$ cat src/rtl/column_arbiter_rr.sv
// Round-robin column arbiter with valid/ready grant handshake, masked sweep or
// fixed-priority selection, optional automatic sweep wrap and a saturating accept counter.
module column_arbiter_rr #(
   parameter int N_COLS    = 4,
   parameter int ADDR_W    = $clog2(N_COLS),
   parameter bit AUTO_WRAP = 1'b0,
   parameter int CNT_W     = ADDR_W + 1
) (
   input  logic              clk_i,
   input  logic              reset_i,
   input  logic              enable_i,
   input  logic              refresh_i,
   input  logic              mode_i,
   input  logic [N_COLS-1:0] req_i,
   input  logic              gnt_ready_i,
   output logic [N_COLS-1:0] gnt_o,
   output logic              gnt_valid_o,
   output logic [ADDR_W-1:0] yadd_o,
   output logic              grp_release_o,
   output logic [CNT_W-1:0]  gnt_count_o
);

   typedef enum logic {IDLE, HOLD} state_t;

   state_t              state, state_nxt;
   logic [N_COLS-1:0]   mask_ff, mask_nxt;
   logic [N_COLS-1:0]   gnt_nxt;
   logic [ADDR_W-1:0]   yadd_nxt;
   logic                vld_nxt;
   logic [CNT_W-1:0]    cnt_nxt;
   logic [N_COLS-1:0]   mask_req;
   logic [N_COLS-1:0]   accept_mask;
   logic [N_COLS-1:0]   gnt_shift;

   function automatic logic [N_COLS-1:0] lowest_bit(input logic [N_COLS-1:0] v);
      return v & (~v + N_COLS'(1));
   endfunction

   function automatic logic [ADDR_W-1:0] index_of(input logic [N_COLS-1:0] onehot);
      logic [ADDR_W-1:0] idx;
      idx = '0;
      for (int i = 0; i < N_COLS; i++) begin
         if (onehot[i]) idx = ADDR_W'(i);
      end
      return idx;
   endfunction

   function automatic logic [CNT_W-1:0] sat_inc(input logic [CNT_W-1:0] c);
      return (&c) ? c : c + CNT_W'(1);
   endfunction

   assign mask_req      = req_i & mask_ff;
   assign grp_release_o = (state == IDLE) && (mask_req == '0);

   // Mask after an accept: only columns strictly above the granted one stay eligible
   // in sweep mode; the top column shifts out so the mask correctly becomes zero.
   assign gnt_shift   = gnt_o << 1;
   assign accept_mask = mode_i ? '1 : ~(gnt_shift - N_COLS'(1));

   always_comb begin
      state_nxt = state;
      mask_nxt  = mask_ff;
      gnt_nxt   = gnt_o;
      yadd_nxt  = yadd_o;
      vld_nxt   = gnt_valid_o;
      cnt_nxt   = gnt_count_o;
      if (refresh_i) begin
         state_nxt = IDLE;
         mask_nxt  = '1;
         gnt_nxt   = '0;
         yadd_nxt  = '0;
         vld_nxt   = 1'b0;
         cnt_nxt   = '0;
      end else begin
         case (state)
            IDLE: begin
               if (enable_i && (mask_req != '0)) begin
                  gnt_nxt   = lowest_bit(mask_req);
                  yadd_nxt  = index_of(lowest_bit(mask_req));
                  vld_nxt   = 1'b1;
                  state_nxt = HOLD;
               end else if (AUTO_WRAP && enable_i && (req_i != '0)) begin
                  mask_nxt  = '1;
                  gnt_nxt   = lowest_bit(req_i);
                  yadd_nxt  = index_of(lowest_bit(req_i));
                  vld_nxt   = 1'b1;
                  state_nxt = HOLD;
               end
            end
            HOLD: begin
               if (gnt_ready_i) begin
                  cnt_nxt  = sat_inc(gnt_count_o);
                  mask_nxt = accept_mask;
                  if (enable_i && ((req_i & accept_mask) != '0)) begin
                     gnt_nxt  = lowest_bit(req_i & accept_mask);
                     yadd_nxt = index_of(lowest_bit(req_i & accept_mask));
                     vld_nxt  = 1'b1;
                  end else begin
                     gnt_nxt   = '0;
                     yadd_nxt  = '0;
                     vld_nxt   = 1'b0;
                     state_nxt = IDLE;
                  end
               end
            end
            default: state_nxt = IDLE;
         endcase
      end
   end

   always_ff @(posedge clk_i or posedge reset_i) begin
      if (reset_i) begin
         state       <= IDLE;
         mask_ff     <= '1;
         gnt_o       <= '0;
         yadd_o      <= '0;
         gnt_valid_o <= 1'b0;
         gnt_count_o <= '0;
      end else begin
         state       <= state_nxt;
         mask_ff     <= mask_nxt;
         gnt_o       <= gnt_nxt;
         yadd_o      <= yadd_nxt;
         gnt_valid_o <= vld_nxt;
         gnt_count_o <= cnt_nxt;
      end
   end

endmodule

$ cat config.mk
export PLATFORM = sky130hd
export DESIGN_NAME = column_arbiter_rr
export DESIGN_NICKNAME = d
export VERILOG_FILES = /design/src/rtl/column_arbiter_rr.sv
export SDC_FILE = /design/constraint.sdc
export NUM_CORES = 1
export LEC_CHECK = 0
export ABC_CLOCK_PERIOD_IN_PS = 3100
export CORE_MARGIN = 10
export CORE_UTILIZATION = 55
export CTS_BUF_LIST = sky130_fd_sc_hd__clkbuf_8
export CTS_CLUSTER_DIAMETER = 150
export DETAILED_ROUTE_END_ITERATION = 10
export PLACE_DENSITY = 0.86
export SYNTH_ARGS = -nofsm -noshare
export SYNTH_HDL_FRONTEND = slang
export SYNTH_SLANG_ARGS = --single-unit
$ cat constraint.sdc
create_clock -name clk_i -period 3.1 [get_ports clk_i]
set_input_delay 0.62 -clock clk_i [delete_from_list [all_inputs] [get_ports clk_i]]
set_output_delay 0.62 -clock clk_i [all_outputs]
set_load 0.02 [all_outputs]
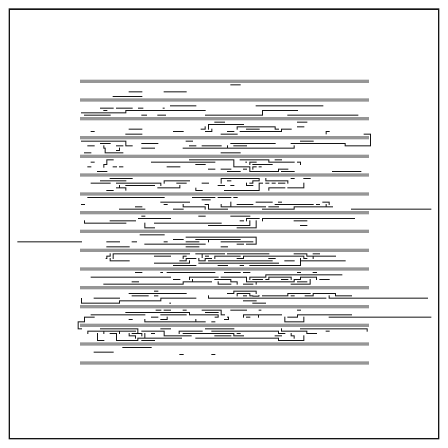
(M1 wires)
Supply wires on this layer in gray.
nets with wire on the layer	123
main direction	horizontal
wire length on this layer	1010 microns
share of all routed wire	40%
longest straight run	17.0 microns

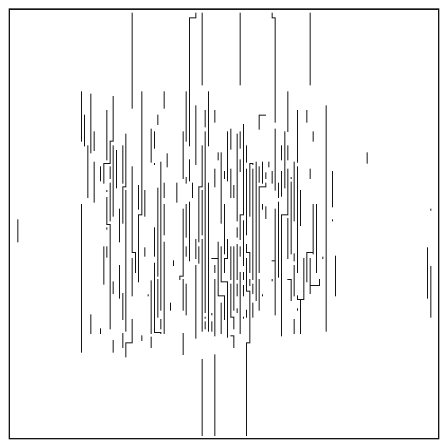
(met2 routing)
wire length on this layer	1190 microns
share of all routed wire	48%
main direction	vertical
nets with wire on the layer	117
longest straight run	32.6 microns

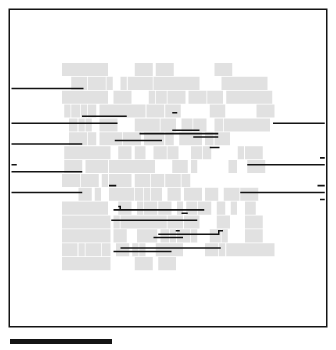
(met3 routing)
The bar under the picture is 20 microns long. Cells faint in the background.
longest straight run	20.5 microns
wire length on this layer	250 microns
share of all routed wire	10%

==> run summary <==
status: completed
Routed met1 length: 1010 microns
XOR/XNOR Area Share: 1.81%
met1 Use GR: 17.2%
Basic Gates by Area: 17.8%
Top Layout Cells: 20 x clkdlybuf4s50_1, 11 x dfrtp_1, 10 x nand2_1, 7 x inv_1
Residual DRC: 0
most instantiated logic cell after routing: clkdlybuf4s50_1
crit-path cells: clkdlybuf4s50_1 > a22oi_1 > nand2_1 > nor2_1 > clkdlybuf4s50_1
CP max-delay cell: clkdlybuf4s50_1
most used cell, CP: clkdlybuf4s50_1
setup TNS: 0 ps
Multiplexer share: 2.19%
share of cells above drive strength 1: 11.3%
Synth Warn #: 0
post-synth top area cell: dfrtp_1
final wirelength: 2510 microns
Synth Instances: 104
gr busiest metal: met2
main logic family after synthesis: AND-OR/OR-AND gates
Post-synth EDFFs: 0
reg-to-reg critical path startpoint: gnt_o[0]
initial antenna violation count: 0
Worst EP required: 2480 ps
Top pwr grp: registers
CP top delay family: buffers and inverters
min Tclk post-route: 2910 ps
first-pass GRT wire length: 4120 microns
largest registers: gnt_o (4), mask_ff (4), gnt_count_o (3)
Port Buffers: 20
DR iter-0 viols: 31
Cell Pwr Density: 419 nW/um^2
worst setup path end: grp_release_o
Worst Path Buf+Inv: 2
Pre-Repair DR Iteration Count: 4
metal3 WL: 249 microns
Clock power frac: 30.2%
fmax: 343 MHz
CTS tree: built
Cell variety after synth: 43
final hold violation count: 0
worst r2r path cells: 6
Core ar.: 1710 sq um
met2 Track Usage GR: 22.5%
Max Cap Viol: 0
Avg Cell Area, Syn: 9.32 sq um
Critical path origin: req_i[1]
CP max stage delay: 610 ps
post-cts sizing count: 0
H-tree depth: 1
Max VDD drop: 0.348 mV
endpoints failing setup: 0
Row Count: 15
Worst Max-Slew Pin Slew: 575 ps
Synth Area in Compound Gates: 29.9%
fp_density: 56.8%
Slew Limit Headroom: 61.6%
largest buffer count on any clock path: 2
Post-CTS Setup Bufs: 0
pre-CTS setup slack: 190 ps
Comb pwr share: 26.0%
cell count of the worst hold path: 1
# diodes: 0
register share after synthesis: 39.2%
placed cell area: 1180 sq um
Remaining Overflow, GRT: 0
Slew Limit Fails: 0
Area leader share: 28.4%
CTS clk-pin slew, worst paths: 60 ps
dpl cells: 145
critical path launch point type: input port
Worst Hold Class: flip-flop to flip-flop
yosys stat chip area: 970 sq um
power after layout: 514 uW
P_sw: 153 uW
Finished Cell Area: 1230 sq um
Ports: 21
period utilization: 94.0%
comb pwr: 134 uW
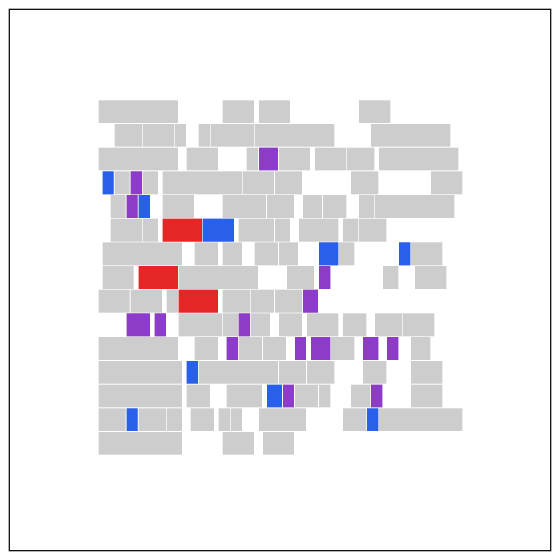
(gate-type map)
family	color	cells	most used
nand cells	purple	15	nand2_1
nor cells	blue	9	nor2_1
fa/ha/maj cells	red	3	ha_1

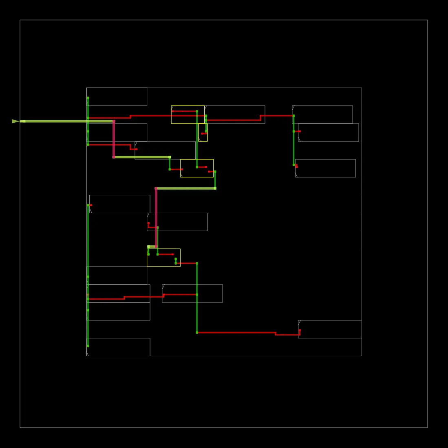
(clock nets)
TritonCTS Buffers: 3
clk pwr: 155 uW

==> synthesized netlist by cell type (2+ instances only) <==
master and count:
dfrtp_1 11, nand2_1 10, a21oi_1 6, a22o_1 6, inv_1 6, nor2_1 6
dfstp_2 4, o21ai_0 4, a211o_1 3, and2_1 3, clkbuf_1 3, ha_1 3
o31ai_1 3, a22oi_1 2, a31oi_1 2, nand3_1 2, o211ai_1 2, or4_1 2
xnor2_1 2
==> layout make-up <==
cell class | instances | area, sq um
clock buffers | 3 | 41.3
clock inverters | 1 | 3.75
fillers | 135 | 482
inverters | 6 | 22.5
multi-input cells | 78 | 539
flip-flops and latches | 15 | 380
well taps | 25 | 31.3
repair buffers | 21 | 208
Power and IR drop assume default switching activity.
